==> config.mk <==
export PLATFORM = sky130hd
export DESIGN_NAME = key_conditioner
export DESIGN_NICKNAME = d
export VERILOG_FILES = /design/src/rtl/key_conditioner.sv
export SDC_FILE = /design/constraint.sdc
export NUM_CORES = 1
export LEC_CHECK = 0
export CAP_MARGIN = 20
export CORE_MARGIN = 3
export CORE_UTILIZATION = 42
export CTS_BUF_LIST = sky130_fd_sc_hd__clkbuf_2 sky130_fd_sc_hd__clkbuf_4 sky130_fd_sc_hd__clkbuf_8
export CTS_CLUSTER_SIZE = 25
export DETAILED_ROUTE_END_ITERATION = 6
export PLACE_DENSITY = 0.67
export SYNTH_ARGS = -nofsm -noshare
export SYNTH_HDL_FRONTEND = slang
export SYNTH_SLANG_ARGS = --single-unit
==> constraint.sdc <==
create_clock -name clk -period 4.3 [get_ports clk]
set_input_delay 1.075 -clock clk [delete_from_list [all_inputs] [get_ports clk]]
set_output_delay 1.075 -clock clk [all_outputs]
set_load 0.01 [all_outputs]
==> src/rtl/key_conditioner.sv <==
// Pushbutton conditioner: per-key synchronizer, debounce filter, press/release/long-press
// strobes and a press-toggled level, all driven from registers.
module key_conditioner #(
    parameter int N_KEYS            = 4,
    parameter int DEBOUNCE_CYCLES   = 1_000_000,
    parameter int LONG_PRESS_CYCLES = 50_000_000
) (
    input  logic              clk,
    input  logic              rst_n,
    input  logic [N_KEYS-1:0] key_n,
    output logic [N_KEYS-1:0] pressed,
    output logic [N_KEYS-1:0] press_pulse,
    output logic [N_KEYS-1:0] release_pulse,
    output logic [N_KEYS-1:0] long_pulse,
    output logic [N_KEYS-1:0] toggle
);

    localparam int DB_W = $clog2(DEBOUNCE_CYCLES + 1);
    localparam int LP_W = $clog2(LONG_PRESS_CYCLES + 1);

    localparam logic [DB_W-1:0] DB_LAST = DB_W'(DEBOUNCE_CYCLES - 1);
    localparam logic [LP_W-1:0] LP_LAST = LP_W'(LONG_PRESS_CYCLES - 1);
    localparam logic [LP_W-1:0] LP_MAX  = LP_W'(LONG_PRESS_CYCLES);

    function automatic logic [LP_W-1:0] sat_inc(input logic [LP_W-1:0] v);
        return (v == LP_MAX) ? v : v + 1'b1;
    endfunction

    // Synchronizer stage; flops keep raw pin polarity so the reset value 1 means released.
    logic [N_KEYS-1:0] sync_p0;
    logic [N_KEYS-1:0] sync_p1;

    always_ff @(posedge clk or negedge rst_n) begin
        if (!rst_n) begin
            sync_p0 <= '1;
            sync_p1 <= '1;
        end else begin
            sync_p0 <= key_n;
            sync_p1 <= sync_p0;
        end
    end

    // Per-key debounce, strobe and long-press stage
    for (genvar i = 0; i < N_KEYS; i++) begin : g_key
        logic            level;
        logic            pressed_r;
        logic            press_r;
        logic            release_r;
        logic            long_r;
        logic            toggle_r;
        logic [DB_W-1:0] db_cnt;
        logic [LP_W-1:0] hold_cnt;

        assign level = ~sync_p1[i];

        always_ff @(posedge clk or negedge rst_n) begin
            if (!rst_n) begin
                pressed_r <= 1'b0;
                press_r   <= 1'b0;
                release_r <= 1'b0;
                long_r    <= 1'b0;
                toggle_r  <= 1'b0;
                db_cnt    <= '0;
                hold_cnt  <= '0;
            end else begin
                press_r   <= 1'b0;
                release_r <= 1'b0;
                long_r    <= 1'b0;

                if (level == pressed_r) begin
                    db_cnt <= '0;
                end else if (db_cnt == DB_LAST) begin
                    pressed_r <= level;
                    db_cnt    <= '0;
                    press_r   <= level;
                    release_r <= ~level;
                end else begin
                    db_cnt <= db_cnt + 1'b1;
                end

                toggle_r <= toggle_r ^ press_r;

                // Saturation at LP_MAX guarantees a single long strobe per press
                if (!pressed_r) begin
                    hold_cnt <= '0;
                end else begin
                    hold_cnt <= sat_inc(hold_cnt);
                    long_r   <= (hold_cnt == LP_LAST);
                end
            end
        end

        assign pressed[i]       = pressed_r;
        assign press_pulse[i]   = press_r;
        assign release_pulse[i] = release_r;
        assign long_pulse[i]    = long_r;
        assign toggle[i]        = toggle_r;
    end

endmodule
### Met2 routing

Scale: 2 px per um.
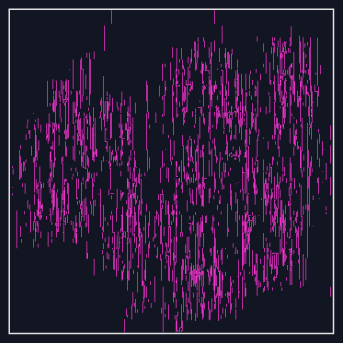
share of all routed wire: 46%
wire length on this layer: 8,020 um
final wirelength: 17.6 mm
GR Util met2: 22.8%
via count: 6,886

### Cell area per tile

Scale: 2 px per um. 16 x 16 tiles, from black (low) to pale yellow (high), 0 to 100% covered.
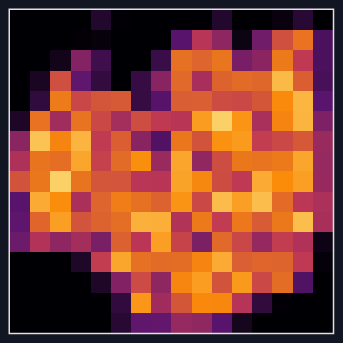
mean over tiles: 42%
nearly empty tiles: 21%
fullest tile: 90%
tiles over 75% full: 13%
Final Util: 48.1%
core area: 23,600 um2
starting density of the core: 42.9%

### Register map, names as in the netlist

Scale: 2 px per um.
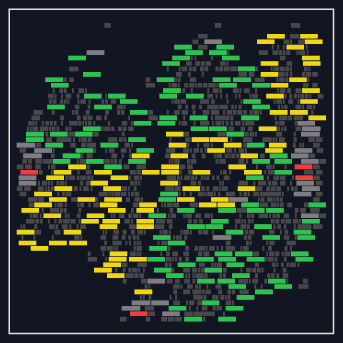
[`g_key.release_r`] red | sequential cells: 4
[`g_key.db_cnt`] yellow | sequential cells: 80
[`g_key.hold_cnt`] green | sequential cells: 104
flop share of the area: 46.8%
Reg area: 5320 um2
seq pwr: 2.02 mW

==> results.txt <==
fresh numbers from the pnr run: Final setup violation count 0, hold_ws 356 ps, number of cells on the critical path 1, clock transition at the registers of the reported paths 60 ps, Mean Syn Cell Area 10.0 um2, Post-Place Setup Slack 2140 ps, Net Switching 0.847 mW, drt first pass iters 4, crit path capture pressed[1], maximum clock frequency 375 MHz, Root Buffer clkbuf_8, met2 WL post-DR 8.02 mm, status completed, M1 WL 8.55 mm, post-route setup slack 1630 ps, MI comb area 4450 um2, max incr delay on CP 590 ps, Top reg by flops g_key.hold_cnt, DRC violations left 0, LEAKAGE 4.70 nW, largest net degree at the start of global routing 81, DP Area 10,600 um2, grt met1 use 19.6%, placed cell count 1,315, layout cells sized above 1 8.50%, clock network fraction of total power 48.0%, diode count 0, Clock Skew 13.8 ps, number of max-cap violations 0, highest metal used met4, hold path endpoint sync_p1[0]$_DFF_PN1_, Ys Warns 0, min-delay src sync_p0[0]$_DFF_PN1_, Area-dominant class flip-flops and latches, Tcrit/Tclk final 62.1%, number of non-clock buffers 29, die width 161 um, fin area 11,300 um2, area delta synth->final 11.9%, PwrDens 355 nW/um2
### Floorplan with the power grid

Scale: 2 px per um. Pins as bars on the die edge.
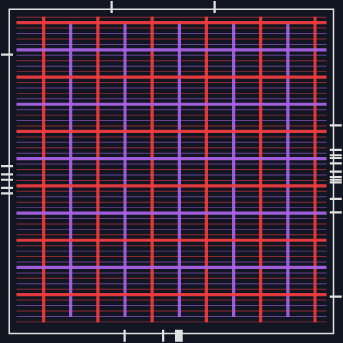
[VDD] purple
[VSS] red
signal pins: 26
met1 rails: 57
met4 straps: 11
rows: 56
met5 straps: 11

### Clock routing

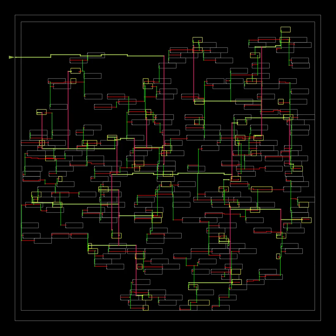
TritonCTS Sinks: 212
flop count: 212
Latency at later pin: 510 ps
CTS buffer count: 36

cells in the mapped netlist (2+ instances only):
cell      instances
and4b_1           2
nand2b_1          2
nor3_1           24
nor4_4            2
nor4bb_1          3
nor3b_1           4
clkinv_1          2
o21ai_0          13
clkbuf_1         13
nor4_1           12
inv_1            23
buf_4            21
and4_2            2
nor4b_1          11
or3_1            10
and3_1           23
nand4_1          44
nor2_1          199
buf_1             2
nand3_1          73
and2_1           10
dfrtp_1         204
buf_2             8
mux2i_1           5
nand2_1          63
xnor2_1          59
nor4_2            3
ha_1             12
dfstp_2           8
a21oi_1          11
nor2b_1           2
o21a_1            2
and4_1           16
xor2_1          108
or4_1             2
nand3b_1          5
Power is estimated from default activity; no workload was simulated.
